--- config.mk ---
export PLATFORM = sky130hd
export DESIGN_NAME = hex_bus_sequencer
export DESIGN_NICKNAME = d
export VERILOG_FILES = /design/src/rtl/hex_bus_sequencer.sv
export SDC_FILE = /design/constraint.sdc
export NUM_CORES = 1
export LEC_CHECK = 0
export CELL_PAD_IN_SITES_DETAIL_PLACEMENT = 1
export CELL_PAD_IN_SITES_GLOBAL_PLACEMENT = 1
export CORE_MARGIN = 4
export CORE_UTILIZATION = 46
export CTS_CLUSTER_SIZE = 16
export DETAILED_ROUTE_END_ITERATION = 16
export PLACE_DENSITY_LB_ADDON = 0.1
export SETUP_SLACK_MARGIN = 0.02
export SYNTH_ARGS = -nofsm -noshare
export SYNTH_HDL_FRONTEND = slang
export SYNTH_SLANG_ARGS = --single-unit
export TNS_END_PERCENT = 1
--- constraint.sdc ---
create_clock -name clk -period 3.57 [get_ports clk]
set_input_delay 0.714 -clock clk [delete_from_list [all_inputs] [get_ports clk]]
set_output_delay 0.714 -clock clk [all_outputs]
set_load 0.05 [all_outputs]
--- src/rtl/hex_bus_sequencer.sv ---
// ============================================================================
// Module   : hex_bus_sequencer
// Brief    : Accepts a hex word over valid/ready and time-multiplexes it one
//            nibble per dwell onto a 4-bit decoder bus with command/digit_sel.
//            Optional macro SEQ_BLANK_LEADING_ZEROS_EN blanks leading zeros.
// Revision : 1.0 - initial release
// ============================================================================
`default_nettype none

module hex_bus_sequencer #(
  parameter int         DIGITS      = 4,
  parameter int         DWELL       = 50000,
  parameter logic [4:0] CMD_DISPLAY = 5'b00000,
  parameter logic [4:0] CMD_BLANK   = 5'b11111
) (
  input  logic                  clk,
  input  logic                  rst_n,
  input  logic                  in_valid,
  output logic                  in_ready,
  input  logic [4*DIGITS-1:0]   in_data,
  output logic [3:0]            bus,
  output logic [4:0]            command,
  output logic [DIGITS-1:0]     digit_sel,
  output logic                  frame_done,
  output logic                  pending
);

  localparam int CW = (DWELL  > 1) ? $clog2(DWELL)  : 1;
  localparam int IW = (DIGITS > 1) ? $clog2(DIGITS) : 1;
  localparam int WW = 4 * DIGITS;

  localparam logic [0:0]    c_IDLE     = 1'b0;
  localparam logic [0:0]    c_SCAN     = 1'b1;
  localparam logic [CW-1:0] c_CNT_LAST = CW'(DWELL - 1);
  localparam logic [IW-1:0] c_IDX_LAST = IW'(DIGITS - 1);

  logic [0:0]        r_state;
  logic [WW-1:0]     r_disp;
  logic [WW-1:0]     r_shadow;
  logic              r_pend;
  logic [IW-1:0]     r_idx;
  logic [CW-1:0]     r_cnt;
  logic [3:0]        r_bus;
  logic [4:0]        r_cmd;
  logic [DIGITS-1:0] r_sel;
  logic              r_fd;

  logic              w_dwell_end;
  logic              w_wrap;
  logic [IW-1:0]     w_next_idx;
  logic [IW-1:0]     w_tgt_idx;
  logic [WW-1:0]     w_tgt_word;
  logic [3:0]        w_nib;
  logic [DIGITS-1:0] w_sel;
  logic              w_blank;

  // The block can always take a word: it either starts scanning or lands in the shadow.
  assign in_ready    = 1'b1;

  assign w_dwell_end = (r_cnt == c_CNT_LAST);
  assign w_wrap      = w_dwell_end && (r_idx == c_IDX_LAST);
  assign w_next_idx  = w_wrap ? '0 : r_idx + 1'b1;

  // Digit and word that become current on this edge if the outputs are reloaded.
  always_comb begin
    w_tgt_idx  = w_next_idx;
    w_tgt_word = r_disp;
    if (r_state == c_IDLE) begin
      w_tgt_idx  = '0;
      w_tgt_word = in_data;
    end else if (w_wrap) begin
      if (in_valid)    w_tgt_word = in_data;
      else if (r_pend) w_tgt_word = r_shadow;
    end
  end

  assign w_nib = w_tgt_word[{w_tgt_idx, 2'b00} +: 4];
  assign w_sel = DIGITS'(1) << w_tgt_idx;

`ifdef SEQ_BLANK_LEADING_ZEROS_EN
  logic [DIGITS-1:0] w_hi_zero;

  for (genvar k = 0; k < DIGITS; k++) begin : g_hi_zero
    assign w_hi_zero[k] = (w_tgt_word[WW-1:4*k] == '0);
  end

  assign w_blank = (w_tgt_idx != '0) && w_hi_zero[w_tgt_idx];
`else
  assign w_blank = 1'b0;
`endif

  always_ff @(posedge clk) begin
    if (!rst_n) begin
      r_state  <= c_IDLE;
      r_disp   <= '0;
      r_shadow <= '0;
      r_pend   <= 1'b0;
      r_idx    <= '0;
      r_cnt    <= '0;
      r_bus    <= 4'h0;
      r_cmd    <= CMD_BLANK;
      r_sel    <= '0;
      r_fd     <= 1'b0;
    end else begin
      r_fd <= 1'b0;
      case (r_state)
        c_IDLE: begin
          if (in_valid) begin
            r_state <= c_SCAN;
            r_disp  <= in_data;
            r_idx   <= '0;
            r_cnt   <= '0;
            r_bus   <= w_blank ? 4'h0 : w_nib;
            r_cmd   <= w_blank ? CMD_BLANK : CMD_DISPLAY;
            r_sel   <= w_sel;
          end
        end
        c_SCAN: begin
          if (w_dwell_end) begin
            r_cnt  <= '0;
            r_idx  <= w_next_idx;
            r_disp <= w_tgt_word;
            r_bus  <= w_blank ? 4'h0 : w_nib;
            r_cmd  <= w_blank ? CMD_BLANK : CMD_DISPLAY;
            r_sel  <= w_sel;
          end else begin
            r_cnt <= r_cnt + 1'b1;
          end
          // A wrap consumes the shadow (or bypasses it); otherwise accepts are last-wins.
          if (w_wrap) begin
            r_pend <= 1'b0;
            r_fd   <= 1'b1;
          end else if (in_valid) begin
            r_shadow <= in_data;
            r_pend   <= 1'b1;
          end
        end
        default: r_state <= c_IDLE;
      endcase
    end
  end

  assign bus        = r_bus;
  assign command    = r_cmd;
  assign digit_sel  = r_sel;
  assign frame_done = r_fd;
  assign pending    = r_pend;

endmodule

`default_nettype wire

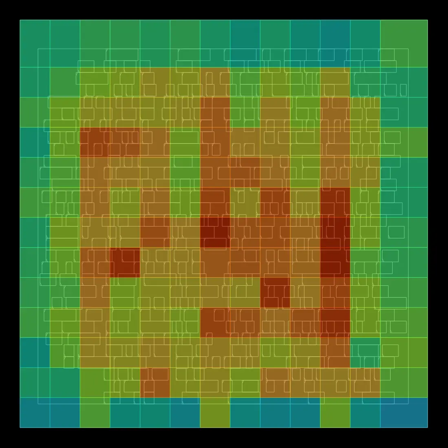
**Above:** run 1 (track usage over the die).
met1 Usage GRT: 0.2998
post-layout util: 0.5703
met3 global-route usage: 0.04407
gr busiest metal: met2

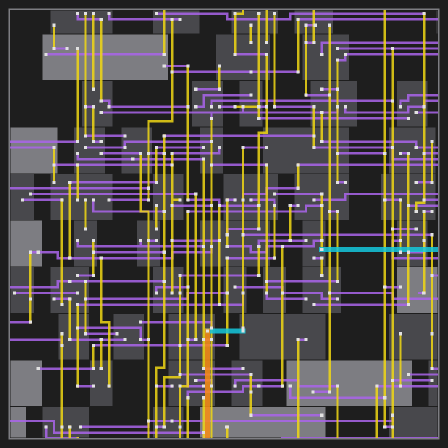
**Above:** run 1 (a small window of the routed layout).
Window x 11 to 36, y 58 to 83 µm. Cells in grey, sequential cells in the stronger grey; small squares are vias.
- M2: yellow
- M1: purple
- M3: cyan
- M4: orange
- most frequent: nand2_1 (6), nand3_1 (5), a21oi_1 (4)
- sequential cells in the window: 3
- cells with their middle in the window: 45
- netlist names of flops here include: `r_cnt` (3)

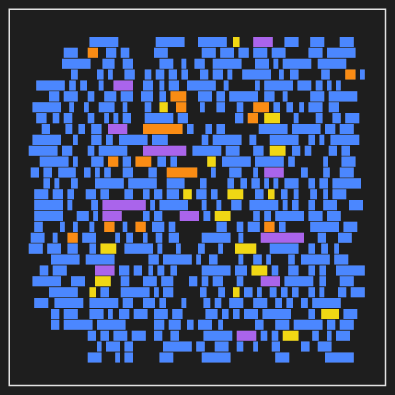
**Above:** run 1 (sizing map).
Scale: 4 px per µm.
- x1 and smaller: blue (cells 384)
- x3 and x4: orange (cells 14)
- x2: yellow (cells 17)
- x6 and larger: purple (cells 12)
nonclk buf count: 41
final instance area: 3960 µm²
Final WS setup: 0.7661 ns
area delta synth->final: 17.31%

-- run 1: layer usage --
layer / GRT usage / vias to the layer above / share of wire
met4: 0.09266 / 0 / 0.019
met3: 0.04407 / 16 / 0.034
met1: 0.2998 / 1535 / 0.46
met2: 0.4074 / 45 / 0.48
met5: 0 / - / 0
li1: - / 1508 / -
-- run 1: power groups by stage --
stage                     registers (W)  clock network [W]  logic, W
after global routing           0.000757           0.000804  0.000330
after detailed placement       0.000768                  0  0.000304
after CTS                      0.000752           0.000774  0.000306
after global placement         0.000767                  0  0.000296
after floorplan                0.000793                  0  0.000181
final                          0.000753           0.000759  0.000306
-- run 1: tightest hold or removal path, stage by stage (launching register included) --
cell,delay (ns)
dfxtp_1,0.31
nand2_1,0.05
a21boi_0,0.06
==> flow_summary.json, run 1 <==
{
  "logic_family": "AND-OR/OR-AND gates",
  "clkCellAreaFrac": 0.05972,
  "cpMaxStageDelayCell": "o41a_1",
  "pwr_density_cell_nw_per_um2": 459.2,
  "hold_violations": 0,
  "flops": 62,
  "cts-root-buf": "clkbuf_8",
  "grt_setup_unrepaired": "no",
  "clk_latency_ns": 0.35,
  "taps": 96,
  "cts_resized": 0,
  "status": "finished clean",
  "postCtsHoldBufs": 0,
  "n_clock_buffer": 9,
  "yosys_cells": 402,
  "grt_max_degree": 45,
  "vias": 3104,
  "flop_cell": "dfxtp_1",
  "r2r_setup_slack_ns": 0.77,
  "cts_tree": "yes",
  "routabilityCongestion": 0.8139,
  "final_cell_mix": "62 x dfxtp_1, 39 x nand2_1, 36 x o21ai_0",
  "leakage_nw": 1.548,
  "place_area_um2": 3724,
  "fmaxAchievable_mhz": 356.6,
  "critPathKind": "flop to flop",
  "io_pins": 35,
  "synth_top_cell_by_count": "dfxtp_1",
  "drv_slew": 0,
  "skew_ns": 0.008268,
  "numPortBuffers": 33,
  "dpl.hpwl_um": 6846,
  "p_clk_frac": 0.418,
  "switching_share": 0.2838,
  "place_inst": 507,
  "p_int_w": 0.001302,
  "async_flop_share": 0,
  "crit_start": "r_cnt[11]",
  "crit_path_end_kind": "flop",
  "pwr-share-comb": 0.168,
  "p_switching_w": 0.0005160,
  "rr_startpoint": "r_cnt[11]",
  "die_x_um": 93.67,
  "overflow": 0,
  "dominant_cells": "multi-input combinational cells",
  "path_buffers": 0,
  "cts_num_sinks": 62,
  "syn_area_per_cell_um2": 8.397,
  "finalSetupTns_ns": 0,
  "ys_warn_count": 0,
  "finalPower_w": 0.001818,
  "grt_pass1_vias": 3182,
  "drt_iter0_drc": 131,
  "sh_comb_area": 0.4916,
  "logic_area_um2": 1947,
  "cp-start-kind": "flop",
  "ys.flops": 62,
  "nFillCells": 832,
  "r2r_end": "r_disp[13]",
  "diodes": 0,
  "drc_errors": 0,
  "core_area_um2": 6944,
  "syn_nets": 423,
  "min-delay-path-class": "flop to flop",
  "fp_util": 0.4861,
  "ys_types": 63,
  "timing.slew.headroom": 0.3365,
  "cp_cell_sequence": "or4_4 -> o41a_1 -> nor2_4 -> nand2_1 -> a22oi_1 -> nor2b_1",
  "holdWs_ns": 0.4720,
  "irDropWorstVdd_mv": 0.2230,
  "cp.required_ns": 3.81,
  "edf_count": 0,
  "synthAdderAreaFrac": 0.007413,
  "area_leaders": "dfxtp_1 37%, mux2i_1 6.8%, o21ai_0 5.3%, nor2b_1 5.0%, nand2_1 4.3%",
  "holdPathStages": 2,
  "post-route-period-util": 0.7854,
  "drive_gt1_frac": 0.1007,
  "synth-xor-area-share": 0,
  "warning_count": 26,
  "setup_viol": 0,
  "worstHoldStart": "digit_sel[0]",
  "num-multi-input-gates": 300,
  "mux_share": 0.08821,
  "cp_slowest_stage_delay_ns": 0.69,
  "first_pass_iters": 4,
  "nets": 443,
  "synth-seq-area-share": 0.3677,
  "chipHeight_um": 93.67,
  "dp_slack_ns": 0.8016,
  "final_layout_top_logic_cell": "dfxtp_1",
  "ant_nets": 0,
  "ys_sh_simple": 0.2265,
  "synthCells": 402,
  "regArea_um2": 1241,
  "grt_pass1_wl_um": 16440,
  "synthTopCellsByCount": "62 x dfxtp_1, 39 x nand2_1, 36 x o21ai_0",
  "worst_pin_slew_ns": 0.9862,
  "netlist_area_um2": 3376,
  "final-nonclk-buf-share": 0.09731,
  "track_usage": 0.2395,
  "clock_path_buffers": 2,
  "arrival_ns": 3.04,
  "drv_cap": 0,
  "rows": 30,
  "grt_antenna_before_repair": 0,
  "htree_levels": 3,
  "hold_end": "digit_sel[0]",
  "ff2ff_path_depth": 6,
  "crit_end": "r_disp[13]",
  "min_period_ns": 2.804,
  "n_all_inverters": 8,
  "clk_pin_slew_ns": 0.07,
  "cp.depth": 6
}
**Run 1: cell classes on the final placement**

Scale: 4 px per µm.
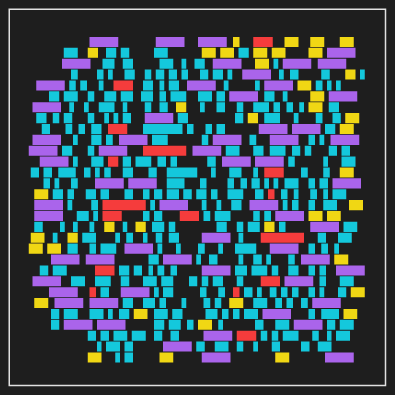

--- run 2 (diff from run 1) ---
--- a/config.mk
+++ b/config.mk
@@ -8,7 +8,7 @@
 export CELL_PAD_IN_SITES_DETAIL_PLACEMENT = 1
 export CELL_PAD_IN_SITES_GLOBAL_PLACEMENT = 1
 export CORE_MARGIN = 4
-export CORE_UTILIZATION = 46
+export CORE_UTILIZATION = 43
 export CTS_CLUSTER_SIZE = 16
 export DETAILED_ROUTE_END_ITERATION = 16
 export PLACE_DENSITY_LB_ADDON = 0.1
==> constraint.sdc (replaced) <==
create_clock -name clk -period 2.6 [get_ports clk]
set_input_delay 0.52 -clock clk [delete_from_list [all_inputs] [get_ports clk]]
set_output_delay 0.52 -clock clk [all_outputs]
set_load 0.05 [all_outputs]
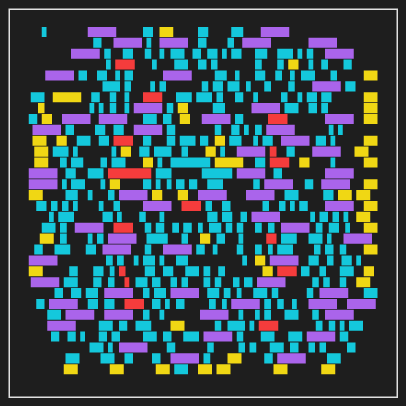
**Above:** run 2 (cell classes on the final placement).
Scale: 4 px per µm.
- clock drivers and dummy loads: red (cells 15; share of their area 4.9%)
- sequential cells: purple (cells 62; share of their area 32%)
- remaining logic cells: cyan (cells 308; share of their area 51%)
- remaining buffers and delay cells: yellow (cells 51; share of their area 12%)
post-layout util: 0.5231
flop share of the area: 0.3086
# rows: 32

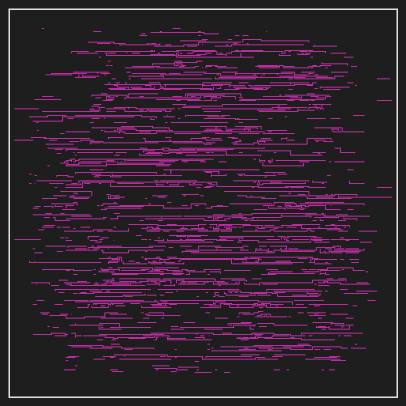
**Above:** run 2 (M1 wires).
Scale: 4 px per µm.
- share of all routed wire: 50%
- longest straight run: 33.6 µm
- nets with wire on the layer: 427
- wire length on this layer: 4960 µm
- main direction: horizontal
final wirelength: 10020 µm
vias: 3155
met1 Usage GRT: 0.3159

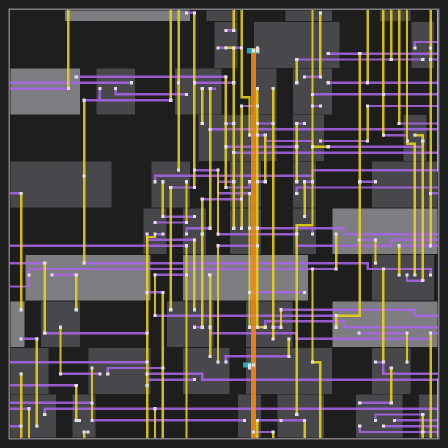
**Above:** run 2 (a small window of the routed layout).
Window x 12 to 37, y 60 to 85 µm. Cells in grey, sequential cells in the stronger grey; small squares are vias.
- M1: purple
- M3: cyan
- M4: orange
- M2: yellow
- cells with their middle in the window: 38
- sequential cells in the window: 5
- most frequent: nand2_1 (5), dfxtp_1 (5)
- netlist names of flops here include: `r_cnt` (3)

==> run 2 against run 1 <==
Against the previous run:
- clock skew is 0.00073 ns lower
- global-route usage down 2.0 points
- synthesized cell count is the same
- largest cell class unchanged
- core utilization fell by 4.7 points
- clock power increased by 11%
- sequential share of layout area is 0.48 points lower
- register-to-register slack got worse by 0.58 ns
- final area is 1.5% higher
- combinational power rose by 41%
- critical path type unchanged
- non-clock buffer count grew 10
- via count rose by 1.6%
- total power rose by 27%
==> flow_summary.json, run 2 <==
{
  "status": "finished clean",
  "drt_iter0_drc": 125,
  "ff2ff_path_depth": 7,
  "ys.flops": 62,
  "pg_seq_w": 0.00104,
  "grtUsageMet2": 0.3254,
  "grt_use_met3": 0.03749,
  "flop_cell": "dfxtp_1",
  "finalPower_w": 0.002315,
  "drv_slew": 0,
  "fp_util": 0.4391,
  "edf_count": 0,
  "cpMaxStageDelayCell": "or4_4",
  "chipHeight_um": 96.61,
  "switching_share": 0.2956,
  "final_cell_mix": "62 x dfxtp_1, 39 x nand2_1, 36 x o21ai_0",
  "grt_setup_unrepaired": "no",
  "grt_pass1_vias": 3258,
  "synthTopCellsByCount": "62 x dfxtp_1, 39 x nand2_1, 36 x o21ai_0",
  "pwr-share-comb": 0.186,
  "r2r_setup_slack_ns": 0.18,
  "pwr_density_cell_nw_per_um2": 575.8,
  "final_layout_top_logic_cell": "dfxtp_1",
  "syn_nets": 423,
  "holdPathStages": 2,
  "cts-root-buf": "clkbuf_8",
  "async_flop_share": 0,
  "hold_end": "digit_sel[2]",
  "area_leaders": "dfxtp_1 37%, mux2i_1 6.8%, o21ai_0 5.3%, nor2b_1 5.0%, nand2_1 4.3%",
  "cts_num_sinks": 62,
  "core_area_um2": 7687,
  "ys_warn_count": 0,
  "drv_cap": 0,
  "wl_met1_um": 4964,
  "numPortBuffers": 33,
  "crit_end": "bus[2]",
  "comb_power_w": 0.000431,
  "p_clk_w": 0.000843,
  "holdWs_ns": 0.4623,
  "dr.max_layer_used": "met4",
  "routabilityCongestion": 0.8181,
  "finalSetupTns_ns": 0,
  "dp_slack_ns": 0.1953,
  "hold_violations": 0,
  "skew_ns": 0.007533,
  "cp_cell_sequence": "or4_4 -> nor4_4 -> buf_12 -> or3_1 -> o21ai_0 -> a22o_1 -> a21oi_1",
  "dr_wl_met2_um": 4458,
  "grt_pass1_wl_um": 16830,
  "p_switching_w": 0.0006844,
  "syn_area_per_cell_um2": 8.397,
  "postCtsHoldBufs": 0,
  "diodes": 0,
  "yosys_cells": 402,
  "critPathKind": "flop to flop",
  "netlist_area_um2": 3376,
  "area_delta_synth_final_pct": 19.13,
  "min_period_ns": 2.418,
  "cts_tree": "yes",
  "synth_top_cell_by_count": "dfxtp_1",
  "post-route-period-util": 0.9299,
  "ant_nets": 0,
  "drive_gt1_frac": 0.1216
}
-- run 2: cell count changes in the layout (fill, tap and decap cells not counted), sizes merged --
cell and change:
clkbuf +2, clkdlybuf4s50 -1, bufinv -2, clkinv -1
buf +11
-- run 2: cell families (layout without fill, tap and decap cells) --
kind of cell,Yosys count,in the layout,share of synthesized area
DFF,62,62,0.3677
other,1,1,0.001111
muxes,29,29,0.08821
adders and majority gates,2,2,0.007412
and+or+nand+nor,143,143,0.2265
buffers and inverters,40,74,0.05819
AOI/OAI and AO/OA,125,125,0.2509
-- run 2: cell type report --
type / count / area share
clock buffers: 11 / 0.03516
clock inverters: 4 / 0.01182
inverters: 8 / 0.007467
multi-input cells: 300 / 0.4851
flip-flops and latches: 62 / 0.3086
well taps: 102 / 0.03174
repair buffers: 51 / 0.1201
Power is estimated from default activity; no workload was simulated.
